Figure 1. Routed metal, one color a layer.
(12 px per um) Two of the layers only.
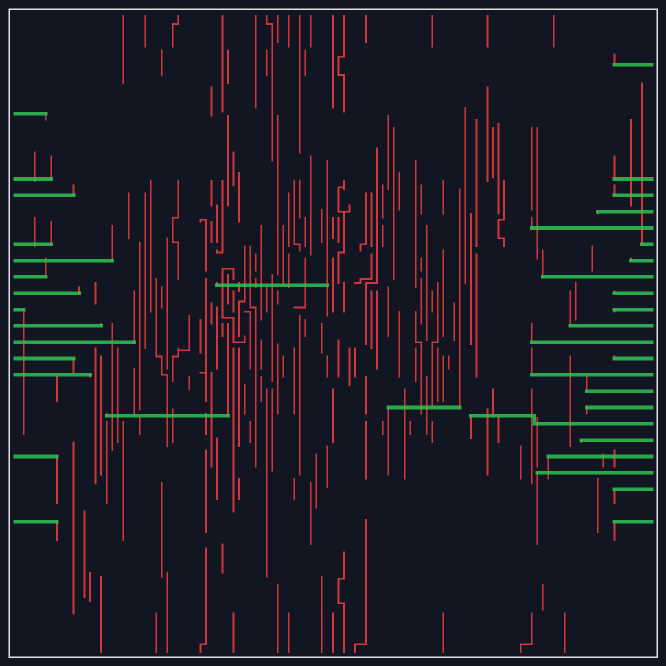
Figure 2. Local utilization.
(4 px per um) The die is cut into 11 by 11 equal tiles; white is low, dark blue is high, 0 to 100% covered.
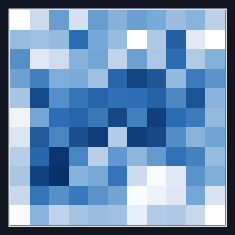
Figure 3. Clock wires, drivers and flops.
(12 px per um)
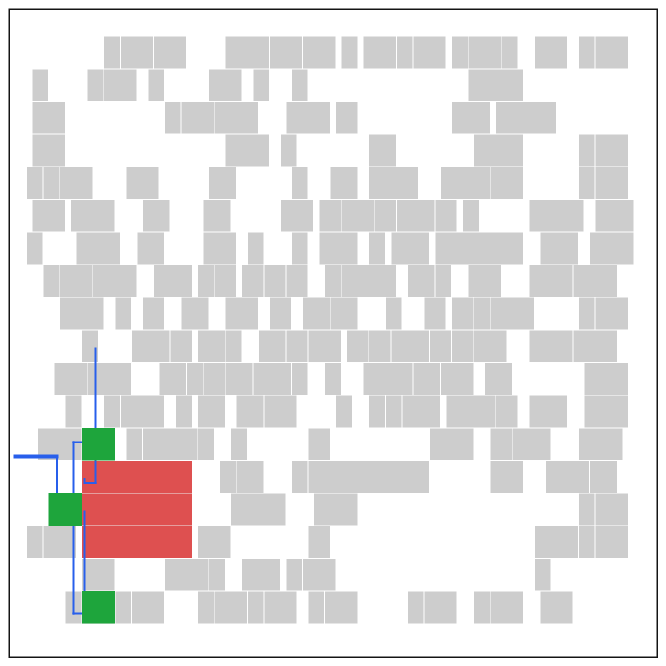
Figure 4. Routing congestion.
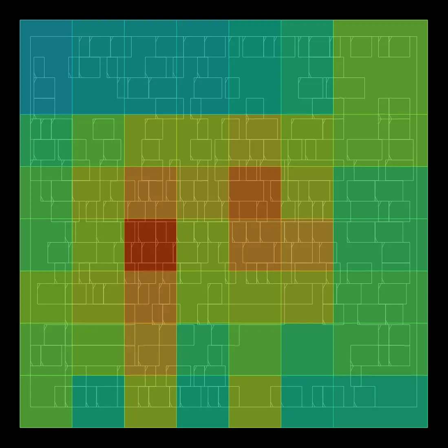
Figure 5. Power grid.
(10 px per um) Pins as bars on the die edge.
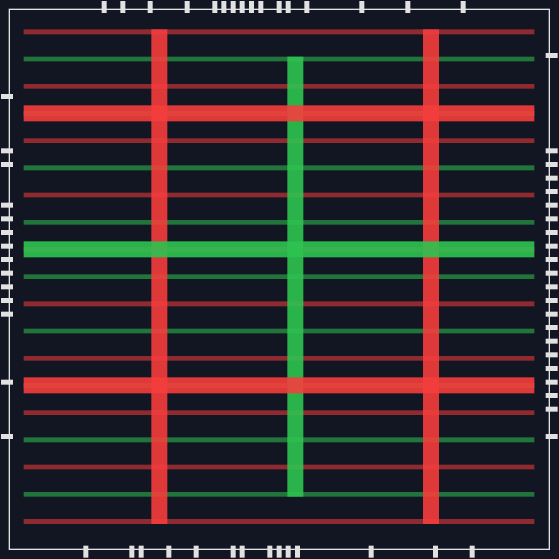
[src/rtl/mc_ctrl_fsm.sv]
// Multi-cycle MIPS control FSM: sequences FETCH/DECODE/EXEC/MEM/WB over one shared memory port.
// Optional retired-instruction counter is built only when INSTR_CNT_EN is defined.
module mc_ctrl_fsm (
    input  logic        clk,
    input  logic        reset,
    input  logic [5:0]  opcode,
    input  logic [5:0]  funct,
    input  logic        mem_ready,
    output logic        mem_req,
    output logic        mem_we,
    output logic        mem_addr_sel,
    output logic        ir_we,
    output logic        mdr_we,
    output logic        pc_we,
    output logic        reg_we,
    output logic [2:0]  npc_op,
    output logic [1:0]  ext_op,
    output logic [1:0]  reg_dst,
    output logic        alu_src,
    output logic [1:0]  alu_op,
    output logic [1:0]  mem_to_reg,
    output logic [31:0] instr_count
);

    typedef enum logic [2:0] {
        S_IDLE   = 3'd0,
        S_FETCH  = 3'd1,
        S_DECODE = 3'd2,
        S_EXEC   = 3'd3,
        S_MEM    = 3'd4,
        S_WB     = 3'd5
    } state_t;

    typedef enum logic [3:0] {
        I_NOP = 4'd0, I_ADD = 4'd1, I_SUB = 4'd2, I_JR  = 4'd3, I_ORI = 4'd4,
        I_LW  = 4'd5, I_SW  = 4'd6, I_BEQ = 4'd7, I_LUI = 4'd8, I_JAL = 4'd9
    } instr_t;

    state_t     state_q, state_d;
    instr_t     instr_s;
    logic [1:0] ex_alu_op_s;
    logic       ex_alu_src_s;
    logic [1:0] ex_ext_op_s;

    // State register
    always_ff @(posedge clk or negedge reset) begin
        if (!reset) begin
            state_q <= S_IDLE;
        end else begin
            state_q <= state_d;
        end
    end

    // Instruction decode; unknown encodings collapse to nop
    always_comb begin
        instr_s = I_NOP;
        case (opcode)
            6'b000000: begin
                case (funct)
                    6'b100000: instr_s = I_ADD;
                    6'b100010: instr_s = I_SUB;
                    6'b001000: instr_s = I_JR;
                    default:   instr_s = I_NOP;
                endcase
            end
            6'b001101: instr_s = I_ORI;
            6'b100011: instr_s = I_LW;
            6'b101011: instr_s = I_SW;
            6'b000100: instr_s = I_BEQ;
            6'b001111: instr_s = I_LUI;
            6'b000011: instr_s = I_JAL;
            default:   instr_s = I_NOP;
        endcase
    end

    // ALU/extender selects set in EXEC and held through MEM and WB
    always_comb begin
        ex_alu_op_s  = 2'b00;
        ex_alu_src_s = 1'b0;
        ex_ext_op_s  = 2'b00;
        case (instr_s)
            I_SUB:       ex_alu_op_s = 2'b01;
            I_ORI:       begin ex_alu_op_s = 2'b10; ex_alu_src_s = 1'b1; end
            I_LUI:       begin ex_alu_op_s = 2'b10; ex_alu_src_s = 1'b1; ex_ext_op_s = 2'b10; end
            I_LW, I_SW:  begin ex_alu_src_s = 1'b1; ex_ext_op_s = 2'b01; end
            I_BEQ:       begin ex_alu_op_s = 2'b01; ex_ext_op_s = 2'b01; end
            default:     ex_alu_op_s = 2'b00;
        endcase
    end

    // Next-state logic
    always_comb begin
        state_d = state_q;
        case (state_q)
            S_IDLE:   state_d = S_FETCH;
            S_FETCH:  state_d = mem_ready ? S_DECODE : S_FETCH;
            S_DECODE: begin
                if (instr_s == I_NOP || instr_s == I_JR || instr_s == I_JAL) begin
                    state_d = S_FETCH;
                end else begin
                    state_d = S_EXEC;
                end
            end
            S_EXEC: begin
                if (instr_s == I_LW || instr_s == I_SW) begin
                    state_d = S_MEM;
                end else if (instr_s == I_BEQ) begin
                    state_d = S_FETCH;
                end else begin
                    state_d = S_WB;
                end
            end
            S_MEM: begin
                if (!mem_ready) begin
                    state_d = S_MEM;
                end else if (instr_s == I_LW) begin
                    state_d = S_WB;
                end else begin
                    state_d = S_FETCH;
                end
            end
            S_WB:     state_d = S_FETCH;
            default:  state_d = S_IDLE;
        endcase
    end

    // Output decode; reset forces every control low even mid-transfer
    always_comb begin
        mem_req      = 1'b0;
        mem_we       = 1'b0;
        mem_addr_sel = 1'b0;
        ir_we        = 1'b0;
        mdr_we       = 1'b0;
        pc_we        = 1'b0;
        reg_we       = 1'b0;
        npc_op       = 3'b000;
        ext_op       = 2'b00;
        reg_dst      = 2'b00;
        alu_src      = 1'b0;
        alu_op       = 2'b00;
        mem_to_reg   = 2'b00;
        if (!reset) begin
            mem_req = 1'b0;
        end else begin
            case (state_q)
                S_FETCH: begin
                    mem_req = 1'b1;
                    ir_we   = mem_ready;
                end
                S_DECODE: begin
                    ext_op = ex_ext_op_s;
                    case (instr_s)
                        I_NOP:   pc_we = 1'b1;
                        I_JR:    begin pc_we = 1'b1; npc_op = 3'b011; end
                        I_JAL:   begin
                            pc_we      = 1'b1;
                            npc_op     = 3'b010;
                            reg_we     = 1'b1;
                            reg_dst    = 2'b10;
                            mem_to_reg = 2'b10;
                        end
                        default: pc_we = 1'b0;
                    endcase
                end
                S_EXEC: begin
                    ext_op  = ex_ext_op_s;
                    alu_op  = ex_alu_op_s;
                    alu_src = ex_alu_src_s;
                    if (instr_s == I_BEQ) begin
                        pc_we  = 1'b1;
                        npc_op = 3'b001;
                    end else begin
                        pc_we  = 1'b0;
                    end
                end
                S_MEM: begin
                    ext_op       = ex_ext_op_s;
                    alu_op       = ex_alu_op_s;
                    alu_src      = ex_alu_src_s;
                    mem_req      = 1'b1;
                    mem_addr_sel = 1'b1;
                    mem_we       = (instr_s == I_SW);
                    mdr_we       = mem_ready && (instr_s == I_LW);
                    pc_we        = mem_ready && (instr_s == I_SW);
                end
                S_WB: begin
                    ext_op     = ex_ext_op_s;
                    alu_op     = ex_alu_op_s;
                    alu_src    = ex_alu_src_s;
                    reg_we     = 1'b1;
                    pc_we      = 1'b1;
                    reg_dst    = (instr_s == I_ADD || instr_s == I_SUB) ? 2'b01 : 2'b00;
                    mem_to_reg = (instr_s == I_LW) ? 2'b01 : 2'b00;
                end
                default: mem_req = 1'b0;
            endcase
        end
    end

`ifdef INSTR_CNT_EN
    logic [31:0] cnt_q, cnt_d;

    assign cnt_d = pc_we ? (cnt_q + 32'd1) : cnt_q;

    // Retired-instruction counter, one tick per PC update
    always_ff @(posedge clk or negedge reset) begin
        if (!reset) begin
            cnt_q <= 32'd0;
        end else begin
            cnt_q <= cnt_d;
        end
    end

    assign instr_count = cnt_q;
`else
    assign instr_count = 32'h0;
`endif

endmodule

[config.mk]
export PLATFORM = sky130hd
export DESIGN_NAME = mc_ctrl_fsm
export DESIGN_NICKNAME = d
export VERILOG_FILES = /design/src/rtl/mc_ctrl_fsm.sv
export SDC_FILE = /design/constraint.sdc
export NUM_CORES = 1
export LEC_CHECK = 0
export CORE_UTILIZATION = 36
export DETAILED_ROUTE_END_ITERATION = 10
export GPL_TIMING_DRIVEN = 0
export HOLD_SLACK_MARGIN = 0.05
export PLACE_DENSITY = 0.83
export SYNTH_ARGS = -nofsm -noshare
export SYNTH_HDL_FRONTEND = slang
export SYNTH_SLANG_ARGS = --single-unit
[constraint.sdc]
create_clock -name clk -period 3.1 [get_ports clk]
set_input_delay 0.31 -clock clk [delete_from_list [all_inputs] [get_ports clk]]
set_output_delay 0.31 -clock clk [all_outputs]
set_load 0.01 [all_outputs]
==> report_table.html <==
<p>Metrics extracted from the flow reports.</p>
<table>
<tr><th>Metric</th><th>Value</th></tr>
<tr><th colspan="2">Logic synthesis</th></tr>
<tr><td>Top cell area share</td><td>0.264</td></tr>
<tr><td>Syn Std Cell Area</td><td>968 um2</td></tr>
<tr><td>Fraction of registers with async set/reset</td><td>1.00</td></tr>
<tr><td>Total of warnings raised by yosys</td><td>0</td></tr>
<tr><th colspan="2">Drt</th></tr>
<tr><td>First DRT Iteration DRCs</td><td>25</td></tr>
<tr><td>Routed length on met3</td><td>218 um</td></tr>
<tr><td>Top layer used by detailed routing</td><td>met3</td></tr>
<tr><td>Total wire length</td><td>2360 um</td></tr>
<tr><td>Number of vias after detailed routing</td><td>1069</td></tr>
<tr><td>Drt pass-1 iters</td><td>4</td></tr>
<tr><td>DRC Markers</td><td>0</td></tr>
<tr><th colspan="2">Clock network</th></tr>
<tr><td>Htree depth</td><td>1</td></tr>
<tr><td>Clock-pin slew on the worst setup and hold paths</td><td>40 ps</td></tr>
<tr><th colspan="2">Critical path</th></tr>
<tr><td>Slowest library cell on the worst path</td><td>sky130_fd_sc_hd__clkdlybuf4s50_1</td></tr>
<tr><td>Data arrival time at the worst-slack endpoint</td><td>2640 ps</td></tr>
<tr><td>Critical path endpoint category</td><td>output port</td></tr>
<tr><td>Critical Path Source</td><td>opcode[5]</td></tr>
<tr><td>Ordered cell list for the critical path</td><td>dlygate4sd2_1 &gt; or3_4 &gt; or3_4 &gt; a2111o_1 &gt; nor4b_1 &gt; nand2_1 &gt; a21oi_1 &gt; clkdlybuf4s50_1</td></tr>
<tr><td>Largest delay share family, worst path</td><td>simple AND/OR/NAND/NOR gates</td></tr>
<tr><td>Data required time of the critical path</td><td>2790 ps</td></tr>
<tr><th colspan="2">Global route</th></tr>
<tr><td>Pin count of the biggest net entering global routing</td><td>11</td></tr>
<tr><th colspan="2">Die</th></tr>
<tr><td>Overall chip area</td><td>0.00290 mm2</td></tr>
<tr><td>Die X</td><td>53.9 um</td></tr>
<tr><td>Number of top-level pins</td><td>66</td></tr>
<tr><th colspan="2">Layout</th></tr>
<tr><td>Net total in the final layout</td><td>225</td></tr>
<tr><td>Number of flip-flops in the largest register</td><td>3</td></tr>
<tr><th colspan="2">STA</th></tr>
<tr><td>Setup repair after global routing missed its margin</td><td>false</td></tr>
<tr><td>Setup clock skew after layout</td><td>2.46 ps</td></tr>
<tr><td>Fmax</td><td>339 MHz</td></tr>
<tr><td>Final min period</td><td>2950 ps</td></tr>
<tr><th colspan="2">Min path</th></tr>
<tr><td>Worst hold-check path type</td><td>input pin to async pin</td></tr>
<tr><th colspan="2">Placed design</th></tr>
<tr><td>Global placement routability congestion</td><td>0.900</td></tr>
<tr><th colspan="2">Outcome</th></tr>
<tr><td>Status</td><td>completed</td></tr>
<tr><th colspan="2">Run</th></tr>
<tr><td>Tool warnings</td><td>28</td></tr>
<tr><th colspan="2">Power</th></tr>
<tr><td>Power density over the cells</td><td>296 mW/mm2</td></tr>
</table>
About Figure 1:
| color | layer | wire length |
|---|---|---|
| red | met2 | 1130 um |
| green | met3 | 218 um |

About Figure 2:
mean over tiles: 50%
nearly empty tiles: 3.3%
tiles over 75% full: 20%
Floorplan Utilization: 0.387
final core utilization: 0.600
Core Box Area: 0.00250 mm2

About Figure 3:
[green] cells driving clock nets | count: 3
[red] flip-flops | count: 3
[blue] clock wires | length: 44.9 um
routed clock nets: 4

About Figure 4:
Most Used Layer, Global Route: met2
met3 usage: 0.0311

About Figure 5:
| color | net |
|---|---|
| green | VDD |
| red | VSS |
met1 rails: 19
signal pins: 66

worst paths after layout:
path | end | slack [ps] | depth (start not counted)
max in group asynchronous | state_q[2] | 2650 | 1
hold reg to reg | state_q[0] | 610 | 1
hold / removal | state_q[0] | 290 | 1
setup reg to reg | state_q[0] | 1760 | 3
min in group clk | state_q[0] | 610 | 1
setup / recovery | alu_src | 150 | 8
metrics by stage:
stage	setup slack [ps]	hold WS, ps	utilization	instance area, um2
floorplan	672	14.4	-	1090
global placement	-457	527	0.571	1430
detailed placement	-446	527	0.571	1430
CTS	-11.4	285	0.584	1460
global route	37.1	301	0.600	1500
finish	151	285	0.600	1500
per-layer routing:
metal  vias to the layer above  track usage
met5                         -            0
met3                         0       0.0311
met2                        42        0.265
met4                         0       0.0482
li1                        557            -
met1                       470        0.200
logic make-up (layout without fill, tap and decap cells):
logic type | Yosys count | count (layout) | share of synthesized area
AOI/OAI and AO/OA | 24 | 24 | 0.194
buffers and inverters | 44 | 82 | 0.311
other | 1 | 33 | 0.00387
adders and majority gates | 2 | 2 | 0.0258
DFF | 3 | 3 | 0.0775
and+or+nand+nor | 59 | 59 | 0.351
xor gates and xnor gates | 4 | 4 | 0.0362
power breakdown:
group	switching, W	leakage [nW]	internal, W	total (W)
Combinational	0.000160	0.659	0.000138	0.000298
Sequential	0.0000247	0.0369	0.0000552	0.0000799
Clock	0.0000178	0.0150	0.0000481	0.0000658
Total	0.000203	0.711	0.000241	0.000444
worst register-to-register path, stage by stage, from the launching register on:
cell	delay, ps
sky130_fd_sc_hd__dfrtp_1	400
sky130_fd_sc_hd__clkbuf_1	350
sky130_fd_sc_hd__o21ai_0	150
sky130_fd_sc_hd__a221oi_1	320
final cells by class:
type                       instances  area, um2
clock buffer                       4       26.3
sequential                         3       75.1
multi-input combinational        122        732
tap                               30       37.5
fill                             253       1000
buffer                            40        287
timing repair buffer              34        327
inverter                           4       15.0
layout by cell type (no fill, tap or decap), types with 3 or more instances in the layout:
cell type                         Yosys  routed
sky130_fd_sc_hd__a21oi_1              6       6
sky130_fd_sc_hd__a22oi_1              3       3
sky130_fd_sc_hd__and3_1               7       7
sky130_fd_sc_hd__buf_4               34      38
sky130_fd_sc_hd__clkbuf_1             4       5
sky130_fd_sc_hd__clkbuf_4             0       3
sky130_fd_sc_hd__clkdlybuf4s50_1      0      24
sky130_fd_sc_hd__conb_1               1      33
sky130_fd_sc_hd__dfrtp_1              3       3
sky130_fd_sc_hd__dlygate4sd2_1        0       3
sky130_fd_sc_hd__inv_1                4       4
sky130_fd_sc_hd__nand2_1              9       9
sky130_fd_sc_hd__nand2b_1             3       3
sky130_fd_sc_hd__nor2_1              10       9
sky130_fd_sc_hd__nor2b_1              3       3
sky130_fd_sc_hd__nor3_1               9       9
sky130_fd_sc_hd__o21ai_0              5       4
sky130_fd_sc_hd__or3_1                3       3
timing repair:
action / CTS / global route
gates resized: 8 / 6
pin swaps: 2 / 1
buffers inserted: 2 / 2
setup endpoints to repair: 7 / 2
Power and IR drop assume default switching activity.
